## config.mk

```make
export PLATFORM = sky130hd
export DESIGN_NAME = slave_cmd_processor
export DESIGN_NICKNAME = d
export VERILOG_FILES = /design/src/rtl/slave_cmd_processor.sv
export SDC_FILE = /design/constraint.sdc
export NUM_CORES = 2
export LEC_CHECK = 0
export CORE_ASPECT_RATIO = 0.9
export CORE_MARGIN = 5
export CORE_UTILIZATION = 45
export DETAILED_ROUTE_END_ITERATION = 10
export PLACE_DENSITY = 0.65
export SLEW_MARGIN = 20
export SYNTH_ARGS = -nofsm -noshare
export SYNTH_HDL_FRONTEND = slang
export SYNTH_SLANG_ARGS = --single-unit
```

## constraint.sdc

```tcl
create_clock -name clk -period 15 [get_ports clk]
set_input_delay 3 -clock clk [delete_from_list [all_inputs] [get_ports clk]]
set_output_delay 3 -clock clk [all_outputs]
set_load 0.05 [all_outputs]
```

## src/rtl/slave_cmd_processor.sv

```systemverilog
// -----------------------------------------------------------------------------
// slave_cmd_processor
//
// Purpose:
//   Receives a command frame from the I2C slave byte receiver and executes it.
//   A frame is one opcode byte followed by two big-endian operands A and B of
//   OPERAND_BYTES bytes each. The result of the ALU/multiply operation and a
//   4-character ASCII tag for the opcode are then offered to the display
//   driver on a valid/ready port.
//
// Parameters:
//   OPERAND_BYTES  bytes per operand (1..8); operand width W = 8*OPERAND_BYTES
//   TIMEOUT_CYCLES clk cycles without a byte mid-frame before the frame is
//                  dropped (>= 2)
//
// Ports:
//   clk        in   system clock, rising edge
//   rst_n      in   asynchronous active-low reset
//   rx_done    in   byte-complete flag, asynchronous; each rising edge = 1 byte
//   rx_data    in   received byte, stable from rx_done rise to the next rise
//   out_valid  out  result available
//   out_ready  in   display driver accepts the result
//   out_result out  2W-bit result
//   out_ascii  out  opcode tag, first character in [31:24]
//   out_err    out  opcode was illegal (qualified by out_valid)
//   ovf        out  sticky: a byte arrived while executing/holding and was lost
//   timeout    out  sticky: a frame was abandoned by inter-byte timeout
//   frame_cnt  out  number of accepted results, wraps
// -----------------------------------------------------------------------------
module slave_cmd_processor #(
    parameter int OPERAND_BYTES  = 4,
    parameter int TIMEOUT_CYCLES = 1000000
) (
    input  logic                          clk,
    input  logic                          rst_n,
    input  logic                          rx_done,
    input  logic [7:0]                    rx_data,
    output logic                          out_valid,
    input  logic                          out_ready,
    output logic [16*OPERAND_BYTES-1:0]   out_result,
    output logic [31:0]                   out_ascii,
    output logic                          out_err,
    output logic                          ovf,
    output logic                          timeout,
    output logic [7:0]                    frame_cnt
);

    localparam int W  = 8 * OPERAND_BYTES;
    localparam int RW = 2 * W;
    localparam int CW = 4;
    localparam int TW = $clog2(TIMEOUT_CYCLES + 1);

    localparam logic [31:0] TAG_ADD  = 32'h4144_4420; // "ADD "
    localparam logic [31:0] TAG_SUB  = 32'h5355_4220; // "SUB "
    localparam logic [31:0] TAG_MULT = 32'h4D55_4C54; // "MULT"
    localparam logic [31:0] TAG_AND  = 32'h414E_4420; // "AND "
    localparam logic [31:0] TAG_OR   = 32'h4F52_2020; // "OR  "
    localparam logic [31:0] TAG_XOR  = 32'h584F_5220; // "XOR "
    localparam logic [31:0] TAG_ERR  = 32'h4552_5220; // "ERR "

    typedef enum logic [2:0] {
        ST_IDLE = 3'd0,
        ST_OPA  = 3'd1,
        ST_OPB  = 3'd2,
        ST_EXEC = 3'd3,
        ST_HOLD = 3'd4
    } state_t;

    // Receive strobe synchroniser
    logic rx_meta_r;
    logic rx_sync_r;
    logic rx_prev_r;
    logic byte_stb_s;

    // FSM
    state_t state_r;
    state_t state_nxt_s;
    logic   cap_op_s;
    logic   shift_a_s;
    logic   shift_b_s;
    logic   exec_s;
    logic   hs_s;
    logic   drop_s;
    logic   abandon_s;

    // Frame assembly
    logic [CW-1:0] byte_cnt_r;
    logic          last_byte_s;
    logic [TW-1:0] tmo_cnt_r;
    logic          tmo_exp_s;
    logic [2:0]    opc_r;
    logic [W-1:0]  a_r;
    logic [W-1:0]  b_r;

    // Execution
    logic [RW-1:0] a_ext_s;
    logic [RW-1:0] b_ext_s;
    logic [RW-1:0] res_s;
    logic [31:0]   tag_s;
    logic          err_s;

    // Output registers
    logic          out_valid_r;
    logic [RW-1:0] out_result_r;
    logic [31:0]   out_ascii_r;
    logic          out_err_r;
    logic          ovf_r;
    logic          timeout_r;
    logic [7:0]    frame_cnt_r;

    // Two-flop synchroniser for rx_done plus a delayed copy for edge detection.
    // Resetting to 0 makes rx_done already high at reset release count as a byte.
    always_ff @(posedge clk or negedge rst_n) begin
        if (!rst_n) begin
            rx_meta_r <= 1'b0;
            rx_sync_r <= 1'b0;
            rx_prev_r <= 1'b0;
        end else begin
            rx_meta_r <= rx_done;
            rx_sync_r <= rx_meta_r;
            rx_prev_r <= rx_sync_r;
        end
    end

    assign byte_stb_s  = rx_sync_r & ~rx_prev_r;
    assign last_byte_s = (byte_cnt_r == CW'(OPERAND_BYTES - 1));
    assign tmo_exp_s   = (tmo_cnt_r == TW'(TIMEOUT_CYCLES - 1));

    // FSM state register
    always_ff @(posedge clk or negedge rst_n) begin
        if (!rst_n) begin
            state_r <= ST_IDLE;
        end else begin
            state_r <= state_nxt_s;
        end
    end

    // FSM next-state and control decode; a byte strobe has priority over
    // timeout expiry in the same cycle.
    always_comb begin
        state_nxt_s = state_r;
        cap_op_s    = 1'b0;
        shift_a_s   = 1'b0;
        shift_b_s   = 1'b0;
        exec_s      = 1'b0;
        hs_s        = 1'b0;
        drop_s      = 1'b0;
        abandon_s   = 1'b0;
        case (state_r)
            ST_IDLE: begin
                if (byte_stb_s) begin
                    cap_op_s    = 1'b1;
                    state_nxt_s = ST_OPA;
                end else begin
                    state_nxt_s = ST_IDLE;
                end
            end
            ST_OPA: begin
                if (byte_stb_s) begin
                    shift_a_s   = 1'b1;
                    state_nxt_s = last_byte_s ? ST_OPB : ST_OPA;
                end else if (tmo_exp_s) begin
                    abandon_s   = 1'b1;
                    state_nxt_s = ST_IDLE;
                end else begin
                    state_nxt_s = ST_OPA;
                end
            end
            ST_OPB: begin
                if (byte_stb_s) begin
                    shift_b_s   = 1'b1;
                    state_nxt_s = last_byte_s ? ST_EXEC : ST_OPB;
                end else if (tmo_exp_s) begin
                    abandon_s   = 1'b1;
                    state_nxt_s = ST_IDLE;
                end else begin
                    state_nxt_s = ST_OPB;
                end
            end
            ST_EXEC: begin
                exec_s      = 1'b1;
                drop_s      = byte_stb_s;
                state_nxt_s = ST_HOLD;
            end
            ST_HOLD: begin
                drop_s = byte_stb_s;
                if (out_valid_r && out_ready) begin
                    hs_s        = 1'b1;
                    state_nxt_s = ST_IDLE;
                end else begin
                    state_nxt_s = ST_HOLD;
                end
            end
            default: begin
                state_nxt_s = ST_IDLE;
            end
        endcase
    end

    // Byte position within the current operand
    always_ff @(posedge clk or negedge rst_n) begin
        if (!rst_n) begin
            byte_cnt_r <= {CW{1'b0}};
        end else if (cap_op_s || abandon_s) begin
            byte_cnt_r <= {CW{1'b0}};
        end else if (shift_a_s || shift_b_s) begin
            byte_cnt_r <= last_byte_s ? {CW{1'b0}} : byte_cnt_r + CW'(1);
        end else begin
            byte_cnt_r <= byte_cnt_r;
        end
    end

    // Inter-byte timeout counter; only runs while an operand is being received
    always_ff @(posedge clk or negedge rst_n) begin
        if (!rst_n) begin
            tmo_cnt_r <= {TW{1'b0}};
        end else if (byte_stb_s || abandon_s) begin
            tmo_cnt_r <= {TW{1'b0}};
        end else if (state_r == ST_OPA || state_r == ST_OPB) begin
            tmo_cnt_r <= tmo_cnt_r + TW'(1);
        end else begin
            tmo_cnt_r <= {TW{1'b0}};
        end
    end

    // Opcode and operand capture; operands shift in MSB byte first
    always_ff @(posedge clk or negedge rst_n) begin
        if (!rst_n) begin
            opc_r <= 3'd0;
            a_r   <= {W{1'b0}};
            b_r   <= {W{1'b0}};
        end else if (cap_op_s) begin
            opc_r <= rx_data[2:0];
            a_r   <= {W{1'b0}};
            b_r   <= {W{1'b0}};
        end else if (abandon_s) begin
            opc_r <= 3'd0;
            a_r   <= {W{1'b0}};
            b_r   <= {W{1'b0}};
        end else if (shift_a_s) begin
            a_r   <= W'({a_r, rx_data});
        end else if (shift_b_s) begin
            b_r   <= W'({b_r, rx_data});
        end else begin
            opc_r <= opc_r;
            a_r   <= a_r;
            b_r   <= b_r;
        end
    end

    assign a_ext_s = RW'(a_r);
    assign b_ext_s = RW'(b_r);

    // Operation decode; the 2W-bit product of two W-bit operands never truncates
    always_comb begin
        res_s = {RW{1'b0}};
        tag_s = TAG_ERR;
        err_s = 1'b1;
        case (opc_r)
            3'b000: begin res_s = a_ext_s + b_ext_s; tag_s = TAG_ADD;  err_s = 1'b0; end
            3'b001: begin res_s = a_ext_s - b_ext_s; tag_s = TAG_SUB;  err_s = 1'b0; end
            3'b010: begin res_s = a_ext_s * b_ext_s; tag_s = TAG_MULT; err_s = 1'b0; end
            3'b011: begin res_s = a_ext_s & b_ext_s; tag_s = TAG_AND;  err_s = 1'b0; end
            3'b100: begin res_s = a_ext_s | b_ext_s; tag_s = TAG_OR;   err_s = 1'b0; end
            3'b101: begin res_s = a_ext_s ^ b_ext_s; tag_s = TAG_XOR;  err_s = 1'b0; end
            default: begin
                res_s = {RW{1'b0}};
                tag_s = TAG_ERR;
                err_s = 1'b1;
            end
        endcase
    end

    // Result port: loaded in EXEC, held until the handshake
    always_ff @(posedge clk or negedge rst_n) begin
        if (!rst_n) begin
            out_valid_r  <= 1'b0;
            out_result_r <= {RW{1'b0}};
            out_ascii_r  <= 32'd0;
            out_err_r    <= 1'b0;
        end else if (exec_s) begin
            out_valid_r  <= 1'b1;
            out_result_r <= res_s;
            out_ascii_r  <= tag_s;
            out_err_r    <= err_s;
        end else if (hs_s) begin
            out_valid_r  <= 1'b0;
        end else begin
            out_valid_r  <= out_valid_r;
        end
    end

    // Status: sticky flags and accepted-result counter
    always_ff @(posedge clk or negedge rst_n) begin
        if (!rst_n) begin
            ovf_r       <= 1'b0;
            timeout_r   <= 1'b0;
            frame_cnt_r <= 8'd0;
        end else begin
            ovf_r       <= ovf_r | drop_s;
            timeout_r   <= timeout_r | abandon_s;
            frame_cnt_r <= hs_s ? frame_cnt_r + 8'd1 : frame_cnt_r;
        end
    end

    assign out_valid  = out_valid_r;
    assign out_result = out_result_r;
    assign out_ascii  = out_ascii_r;
    assign out_err    = out_err_r;
    assign ovf        = ovf_r;
    assign timeout    = timeout_r;
    assign frame_cnt  = frame_cnt_r;

endmodule

```

==> images/final_clocks.png <==
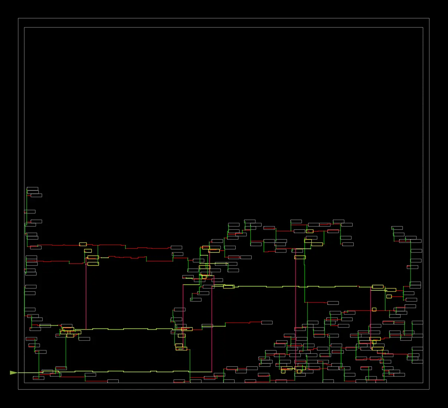
Late-Pin Clk Latency: 500 ps
sequential cell count: 191
Clock Skew: 19.3 ps
Inserted Clock Buffers: 17
clock buffer count: 17

==> run summary <==
Clock power frac: 0.096
Vias in the first global route: 39,167
Die Area: 0.106 mm^2
PortBufs: 109
Top post-synthesis cells by count: inv_1 (958), fa_1 (897), nand2_1 (718)
Stages on the worst setup path: 25
CTS Buffer Depth: 2
Status: completed
Max_slew headroom: 0.214
CTS clk-pin slew, worst paths: 100 ps
Fin area: 0.0478 mm^2
Drt total wl: 162 mm
Number of flip-flops under the largest register name: 64
Clock sink total: 191
RSZ-0062 raised after global routing: false
Worst R2R Setup Slack: 5510 ps
Place WS: 5840 ps
Tool warning count: 91
Worst endpoint data arrival time: 9930 ps
Post-CTS setup buffers: 0
Slew Viols, Final: 0
Signal buffers: 219
==> images/registers.png <==
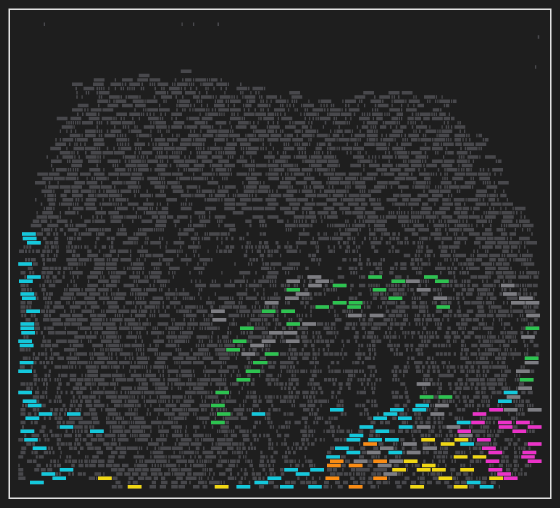
| color | name in the netlist | placed flops |
|---|---|---|
| yellow | out_ascii | 18 |
| orange | frame_cnt | 8 |
| green | b_r | 32 |
| magenta | tmo_cnt_r | 20 |
| cyan | out_result | 64 |
not colored: 49
Reg area: 0.00478 mm^2
Flop+latch power: 0.814 mW
flop share of the area: 0.100

No activity file was given, so power comes from the tool's default toggle rates.
